<file path="config.mk">
export PLATFORM = sky130hd
export DESIGN_NAME = store_narrow_unit
export DESIGN_NICKNAME = d
export VERILOG_FILES = /design/src/rtl/store_narrow_unit_pkg.sv /design/src/rtl/store_merge.sv /design/src/rtl/store_narrow_unit.sv
export SDC_FILE = /design/constraint.sdc
export NUM_CORES = 1
export LEC_CHECK = 0
export CAP_MARGIN = 20
export CORE_MARGIN = 5
export CORE_UTILIZATION = 40
export CTS_CLUSTER_SIZE = 40
export DETAILED_ROUTE_END_ITERATION = 16
export GPL_ROUTABILITY_DRIVEN = 0
export MAX_ROUTING_LAYER = met4
export PLACE_DENSITY = 0.72
export SLEW_MARGIN = 20
export SYNTH_ARGS = -nofsm -noshare
export SYNTH_HDL_FRONTEND = slang
export SYNTH_SLANG_ARGS = --single-unit
</file>
<file path="constraint.sdc">
create_clock -name clk -period 3.95 [get_ports clk]
set_input_delay 1.185 -clock clk [delete_from_list [all_inputs] [get_ports clk]]
set_output_delay 1.185 -clock clk [all_outputs]
set_load 0.03 [all_outputs]
</file>
<file path="src/rtl/store_narrow_unit_pkg.sv">
// Shared types for the narrowing store path: size codes, FSM state, range helper.
// fits_signed() is only referenced when STORE_RANGE_CHECK_EN is defined.
package store_pkg;

  localparam logic [1:0] SZ_BYTE    = 2'b00;
  localparam logic [1:0] SZ_HALF    = 2'b01;
  localparam logic [1:0] SZ_WORD    = 2'b10;
  localparam logic [1:0] SZ_ILLEGAL = 2'b11;

  typedef enum logic [1:0] {
    S_IDLE  = 2'b00,
    S_READ  = 2'b01,
    S_WRITE = 2'b10
  } state_e;

  // True when the stored bits sign-extend back to the full register value.
  function automatic logic fits_signed(
    input logic [31:0] v,
    input logic [1:0]  sz
  );
    logic ok;
    ok = 1'b1;
    case (sz)
      SZ_BYTE: ok = (&v[31:7])  | ~(|v[31:7]);
      SZ_HALF: ok = (&v[31:15]) | ~(|v[31:15]);
      default: ok = 1'b1;
    endcase
    return ok;
  endfunction

endpackage

</file>
<file path="src/rtl/store_merge.sv">
// Lane merge for sub-word stores: replaces the addressed byte/half lane of a
// little-endian word with the low bits of the register value.
module store_merge
  import store_pkg::*;
(
  input  logic [31:0] old_i,
  input  logic [31:0] data_i,
  input  logic [1:0]  size_i,
  input  logic [1:0]  lane_i,
  output logic [31:0] merged_o
);

  always_comb begin
    merged_o = old_i;
    case (size_i)
      SZ_BYTE: merged_o[{lane_i, 3'b000} +: 8] = data_i[7:0];
      SZ_HALF: merged_o[{lane_i[1], 4'b0000} +: 16] = data_i[15:0];
      SZ_WORD: merged_o = data_i;
      default: merged_o = old_i;
    endcase
  end

endmodule

</file>
<file path="src/rtl/store_narrow_unit.sv">
// Narrowing store unit: word stores write directly, byte/half stores do RMW.
// Optional STORE_RANGE_CHECK_EN flags values that do not fit the store size.
module store_narrow_unit
  import store_pkg::*;
#(
  parameter int ADDR_W = 32,
  parameter int DATA_W = 32
) (
  input  logic              clk,
  input  logic              reset,
  input  logic              st_valid,
  output logic              st_ready,
  input  logic [ADDR_W-1:0] st_addr,
  input  logic [DATA_W-1:0] st_data,
  input  logic [1:0]        st_size,
  output logic              st_done,
  output logic              st_err,
  output logic [ADDR_W-1:0] mem_addr,
  output logic              mem_rd,
  output logic              mem_wr,
  output logic [DATA_W-1:0] mem_wdata,
  input  logic [DATA_W-1:0] mem_rdata,
  input  logic              mem_ack
);

  state_e            state_q;
  logic              st_ready_q;
  logic              st_done_q;
  logic              st_err_q;
  logic              mem_rd_q;
  logic              mem_wr_q;
  logic [ADDR_W-1:0] mem_addr_q;
  logic [DATA_W-1:0] mem_wdata_q;
  logic [DATA_W-1:0] data_q;
  logic [1:0]        size_q;
  logic [1:0]        lane_q;
  logic              rng_err_q;

  logic              req_bad;
  logic              range_bad;
  logic [DATA_W-1:0] merged;

  always_comb begin
    req_bad = 1'b0;
    case (st_size)
      SZ_HALF:    req_bad = st_addr[0];
      SZ_WORD:    req_bad = |st_addr[1:0];
      SZ_ILLEGAL: req_bad = 1'b1;
      default:    req_bad = 1'b0;
    endcase
  end

`ifdef STORE_RANGE_CHECK_EN
  assign range_bad = ~fits_signed(st_data, st_size);
`else
  assign range_bad = 1'b0;
`endif

  store_merge u_merge (
    .old_i    (mem_rdata),
    .data_i   (data_q),
    .size_i   (size_q),
    .lane_i   (lane_q),
    .merged_o (merged)
  );

  always_ff @(posedge clk or posedge reset) begin
    if (reset) begin
      state_q     <= S_IDLE;
      st_ready_q  <= 1'b1;
      st_done_q   <= 1'b0;
      st_err_q    <= 1'b0;
      mem_rd_q    <= 1'b0;
      mem_wr_q    <= 1'b0;
      mem_addr_q  <= '0;
      mem_wdata_q <= '0;
      data_q      <= '0;
      size_q      <= SZ_BYTE;
      lane_q      <= 2'b00;
      rng_err_q   <= 1'b0;
    end else begin
      st_done_q <= 1'b0;
      st_err_q  <= 1'b0;
      unique case (state_q)
        S_IDLE: begin
          if (st_valid) begin
            if (req_bad) begin
              st_done_q <= 1'b1;
              st_err_q  <= 1'b1;
            end else begin
              mem_addr_q <= {st_addr[ADDR_W-1:2], 2'b00};
              data_q     <= st_data;
              size_q     <= st_size;
              lane_q     <= st_addr[1:0];
              rng_err_q  <= range_bad;
              st_ready_q <= 1'b0;
              if (st_size == SZ_WORD) begin
                mem_wr_q    <= 1'b1;
                mem_wdata_q <= st_data;
                state_q     <= S_WRITE;
              end else begin
                mem_rd_q <= 1'b1;
                state_q  <= S_READ;
              end
            end
          end
        end
        S_READ: begin
          if (mem_ack) begin
            mem_rd_q    <= 1'b0;
            mem_wr_q    <= 1'b1;
            mem_wdata_q <= merged;
            state_q     <= S_WRITE;
          end
        end
        S_WRITE: begin
          if (mem_ack) begin
            mem_wr_q   <= 1'b0;
            st_done_q  <= 1'b1;
            st_err_q   <= rng_err_q;
            st_ready_q <= 1'b1;
            state_q    <= S_IDLE;
          end
        end
        default: begin
          state_q    <= S_IDLE;
          st_ready_q <= 1'b1;
          mem_rd_q   <= 1'b0;
          mem_wr_q   <= 1'b0;
        end
      endcase
    end
  end

  assign st_ready  = st_ready_q;
  assign st_done   = st_done_q;
  assign st_err    = st_err_q;
  assign mem_rd    = mem_rd_q;
  assign mem_wr    = mem_wr_q;
  assign mem_addr  = mem_addr_q;
  assign mem_wdata = mem_wdata_q;

endmodule

</file>
==> run notes, run 1 <==
Notes from the flow run.

Critical path:
- Data on the critical path arrives at its endpoint at between 3 and 4 ns.
- Per the STA report, the cell with the highest stage delay on the worst path is sky130_fd_sc_hd__clkdlybuf4s50_1.
- The run gives the launch instance of the worst register-to-register path as lane_q[1]$_DFFE_PP0P_.
- The signal on the critical path passes through clkdlybuf4s50_1 > o21a_1 > o22a_2 > nor2_4 > buf_4 > mux2_2.
- The run puts the number of buffers and inverters on the critical path at 2.

Timing:
- The run gives the clock skew as just under 0.007 ns.
- The run gives the actual slew at the worst max-slew pin as roughly 1.1 ns.
- The run gives the number of pins exceeding their max-slew limit in the final report as 0.
- Checking max transition, the worst relative margin is slightly below 30%.
- The most critical hold endpoint after final layout shows a slack of a little under 0.5 ns.
- The run puts the post-layout period usage of the worst path at about three quarters.
- The run gives the final-report hold violation count as 0.

Run:
- Warnings raised by the tools during the run amount to 30.

Pwr:
- Power spread over the standard cell area amounts to 834 nW/um^2.
- The run puts the total combinational power at about 3.5 mW.
- Looking at the power breakdown, sequential logic takes 31.4% of the total.
- The run gives the combinational cell fraction of total power as 53.3%.

Synth:
- Yosys shows that the main logic family after synthesis is AND-OR/OR-AND gates.
- The run gives the share of the synthesized area in the top cell type as ~45%.
- Per the synth stats, the proportion of register bits with asynchronous set or reset is 100%.
- The run gives the fraction of the mapped netlist area in compound gates as a little over a fifth.

Placement:
- The run puts the total of buffers placed on input and output ports at approximately 170.
- The run gives the number of cells in the design after placement as around 850.

Routing:
- The pre-antenna-repair detailed-routing pass consisted of 5 iterations.
- The run gives the total detailed-routing wirelength as roughly 18000 um.
- The count of nets left with antenna violations once routing finished came out at 0.
- The run puts the total length of routed met3 wires at slightly above 1000 um.

Cells and area:
- The run gives the combinational share of cell area as ~36%.
- The multi-input combinational cells in the finished layout cover a total of 2850 sq um.
- The run puts the total number of nets in the final design at ~780.

CTS:
- The CTS log lists the clock sinks for this run as 105.
- CTS added clock buffers totalling 9.
- The run puts the CTS H-tree depth at 3.
- The run puts the number of buffers inserted by post-CTS setup repair at 0.
- TritonCTS built the clock tree.

Global route:
- The run puts the met3 capacity usage during global routing at under 10%.
- The run puts the aggregate global-route resource usage at between 20% and 30%.

Outcome:
- The flow ran to the end, and the final reports show no timing, DRC or antenna violations.

Hold path:
- The tightest min-delay check is of the reg -> reg type.
### Selected gate families, run 1

Bar = 50 um.
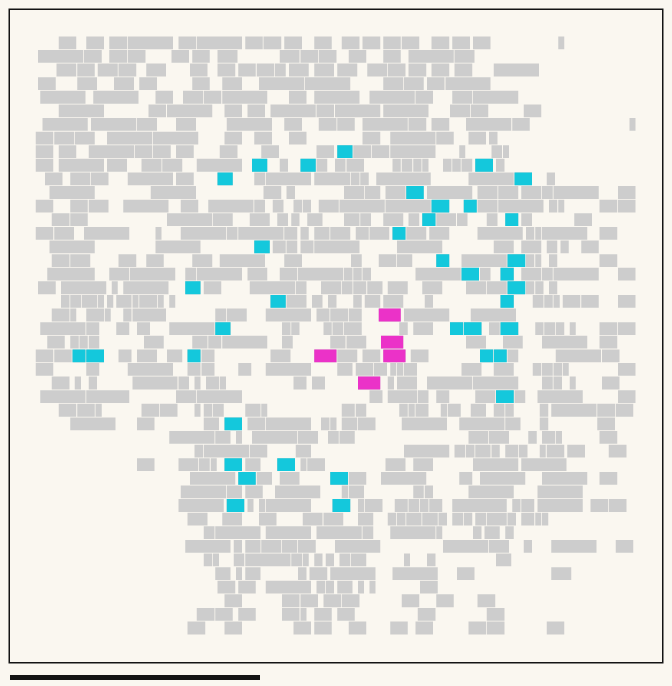
legend:
  magenta:
    family: adder and majority cells
    cells: 5
    most_used: ha_1
    where: middle
  cyan:
    family: AND-OR and OR-AND gates
    cells: 38
    most_used: a221o_1

### Where the registers sit, run 1

Bar = 50 um. Other sequential cells in the stronger grey, the rest of the logic in the fainter grey.
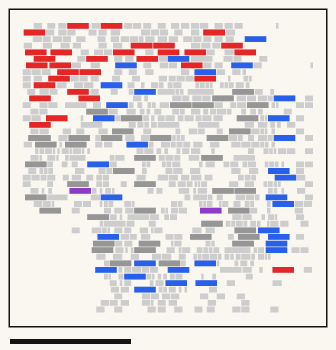
legend:
  blue:
    netlist_name: `mem_wdata`
    placed_flops: 32
  red:
    netlist_name: `mem_addr`
    placed_flops: 30
  purple:
    netlist_name: `size_q`
    placed_flops: 2
not coloured: 41

### Cells by drive strength, run 1

Bar = 50 um.
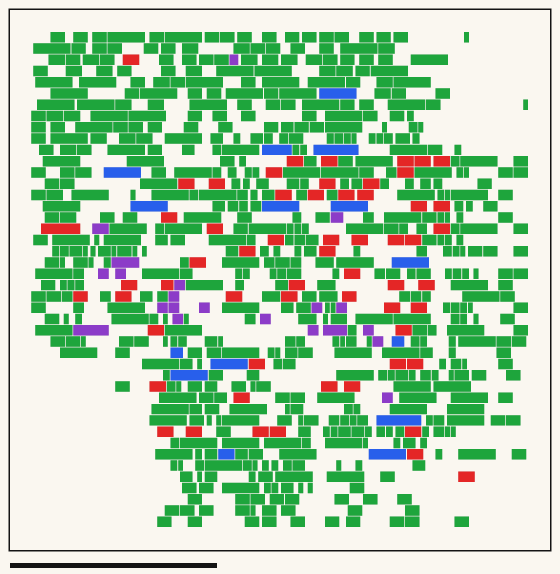
legend:
  green:
    size: drive 1 or less
    cells: 585
    share: 86%
  red:
    size: drive 2
    cells: 59
    share: 8.7%
  blue:
    size: drive 6 and up
    cells: 15
    share: 2.2%
  purple:
    size: drive 3 to 4
    cells: 21
    share: 3.1%
post-route standard cell area excluding fillers: 7880 sq um
final worst slack: 1.03 ns
Buffers excl. clock: 184
area growth from synthesis to layout: 36.0%

### Routing congestion, run 1

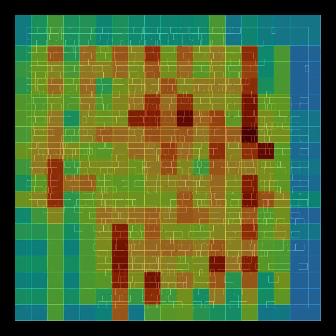
WL/cell: 20.6 um
Final Util: 54.8%
met1 Usage GRT: 27.4%

### Placement by cell class, run 1

Bar = 50 um.
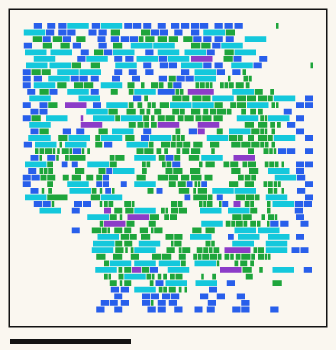

==> run 2, diff against run 1 <==
Settings changed: PLACE_DENSITY 0.72 to 0.69.
Clock period 3.95 ns to 2.8 ns, I/O delays scaled along.
### Placement by cell class, run 2

Bar = 50 um.
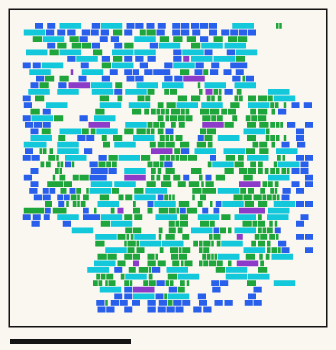
legend:
  blue:
    class: other buffers and delay cells
    cells: 196
    share_of_their_area: 25%
  green:
    class: all other logic
    cells: 375
    share_of_their_area: 37%
  purple:
    class: clock drivers and dummy loads
    cells: 16
    share_of_their_area: 3.8%
  cyan:
    class: flip-flops
    cells: 105
    share_of_their_area: 34%

==> run notes, run 2 <==
Notes from the flow run.

Cells and area:
- The run gives the total area of multi-input combinational cells as about 2900 sq um.
- The flow measured a signed area growth from synthesis to layout of 38.1%.
- The run gives the total number of nets in the final design as 794.

CTS:
- The run gives the number of sinks handled by clock tree synthesis as approximately 110.
- The number of clock buffers added by TritonCTS is 9.
- The H-tree generated during clock tree synthesis spans 3 levels.
- The run gives the TritonCTS clock tree as done.
- The run gives the number of buffers inserted by post-CTS setup repair as 0.

Synth:
- The run gives the largest combinational cell category by area as AND-OR/OR-AND gates.
- After Yosys synthesis, AND-OR and OR-AND compound gates account for 21.5% of the synthesized area.
- The run gives the share of the synthesized area in the top cell type as between 40 and 50%.
- The run puts the async set or reset register ratio after synthesis at 100%.

Timing:
- Pins over their slew limit in the final report were tallied at 0.
- The run gives the post-layout worst setup margin as 0.352 ns.
- The run puts the final-report hold violation count at 0.
- Across all hold checks on the routed design, the worst slack comes to 0.470 ns.
- The run gives the worst slew slack as a fraction of its limit as 38.6%.

Global route:
- The run gives the global routing usage on met1 as 26.8%.
- The run puts the aggregate global-route resource usage at between 20% and 30%.

Critical path:
- STA puts the critical path data arrival time at 2.70 ns.
- The run gives the cell type of the slowest stage on the worst timing path as sky130_fd_sc_hd__clkdlybuf4s50_1.

Routing:
- The run puts the routed wirelength normalized by instance count at just over 20 um.

Pwr:
- The run puts the share of total power in sequential cells at 32.1%.
- The run gives the power per cell area as approximately 1200 nW/um^2.

Outcome:
- The flow ran to the end, and the final reports show no timing, DRC or antenna violations.

Hold path:
- The run gives the class of the tightest hold or removal check as reg -> reg.
### Selected gate families, run 2

Bar = 50 um.
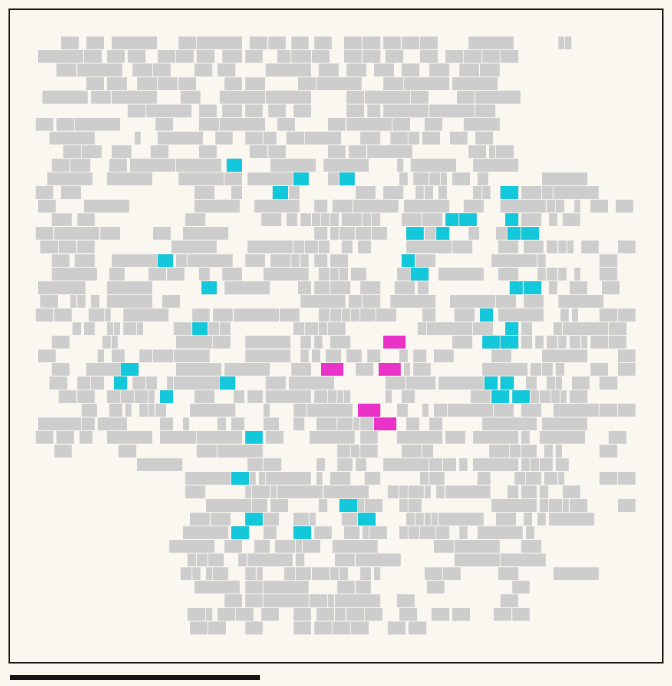
legend:
  cyan:
    family: AND-OR and OR-AND gates
    cells: 38
    most_used: a221o_1
  magenta:
    family: adder and majority cells
    cells: 5
    most_used: ha_1
    where: middle
fraction of area in multi-input gates: 35.7%
most common cell after layout, fill and taps aside: sky130_fd_sc_hd__clkdlybuf4s50_1

==> run 3, diff against run 2 <==
Settings changed: CTS_CLUSTER_SIZE 40 to 14.
### Where the registers sit, run 3

Bar = 50 um. Other sequential cells in the stronger grey, the rest of the logic in the fainter grey.
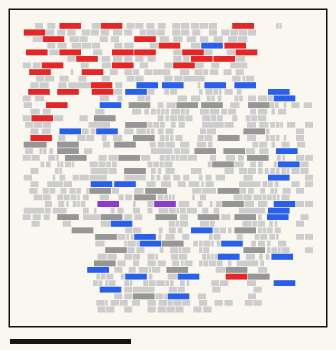
legend:
  red:
    netlist_name: `mem_addr`
    placed_flops: 30
    where: a band across the top
  purple:
    netlist_name: `size_q`
    placed_flops: 2
  blue:
    netlist_name: `mem_wdata`
    placed_flops: 32
FF+latch area: 2630 sq um
proportion of cell area occupied by registers: 32.9%
Final Util: 55.7%

==> run notes, run 3 <==
Notes from the flow run.

Outcome:
- The run finished with clean final reports.

Placement:
- The run gives the total of buffers placed on input and output ports as 168.
- Per the placement report, the placed cell count is between 800 and 900.

Routing:
- The run gives the total length of routed met3 wires as between 1000 and 1500 um.
- In the log, the iteration count for the first detailed-route pass is 5.
- The run puts the total detailed-routing wirelength at between 15000 and 20000 um.
- The run gives the antenna violation net count after detailed routing as 0.
- The run gives the routed wirelength normalized by instance count as between 20 and 25 um.

CTS:
- The run gives the number of buffers inserted by post-CTS setup repair as 0.
- The run puts the CTS H-tree depth at 3.
- The run gives the TritonCTS clock tree as done.
- The run gives the number of sinks handled by clock tree synthesis as roughly 110.

Critical path:
- The launch point of the worst register-to-register path is recorded as lane_q[1]$_DFFE_PP0P_.
- On the critical path, the stage with the largest delay is an instance of sky130_fd_sc_hd__clkdlybuf4s50_1.
- Per STA, the worst path is made up of clkdlybuf4s50_1 > buf_4 > o21a_1 > o22a_2 > nor2_4 > buf_12 > mux2_2.

Synth:
- The run gives the fraction of the mapped netlist area in compound gates as between 20% and 30%.
- In the synthesized netlist the async set-or-reset flop fraction comes to 100%.

Timing:
- The run gives the final-report hold violation count as 0.
- The run gives the worst hold slack as 0.470 ns.
- The run gives the clock skew as between 0.005 and 0.006 ns.
- The run gives the post-layout period usage of the worst path as ~87%.
- The run puts the number of pins exceeding their max-slew limit in the final report at 0.
- The run puts the worst slew slack as a fraction of its limit at approximately two fifths.

Global route:
- The run gives the met3 capacity usage during global routing as ~4.6%.
- The run gives the aggregate global-route resource usage as between 20 and 25%.

Cells and area:
- For this run, the post-layout net count is between 700 and 800.
- The run gives the combinational share of cell area as 35.7%.
- Counting plain and timing-repair buffers in the layout gives a little under 200.

Run:
- The tool warning count for the run is 30.
### Cells by drive strength, run 3

Bar = 50 um.
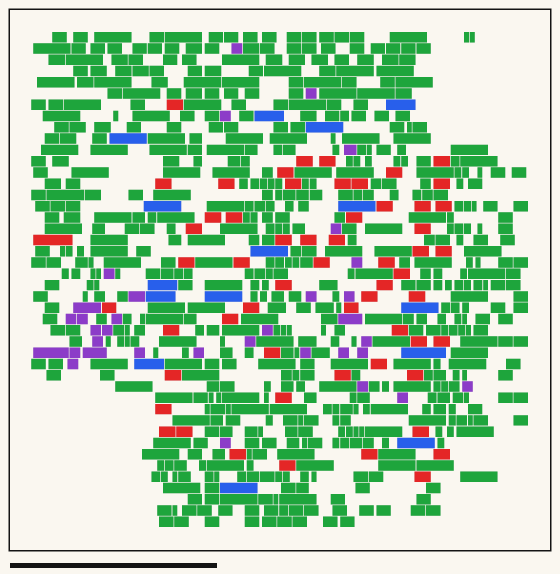
legend:
  red:
    size: drive 2
    cells: 58
    share: 8.4%
  purple:
    size: drive 3 to 4
    cells: 34
    share: 4.9%
  blue:
    size: drive 6 and up
    cells: 15
    share: 2.2%
  green:
    size: drive 1 or less
    cells: 585
    share: 85%

Power is estimated from default activity; no workload was simulated.
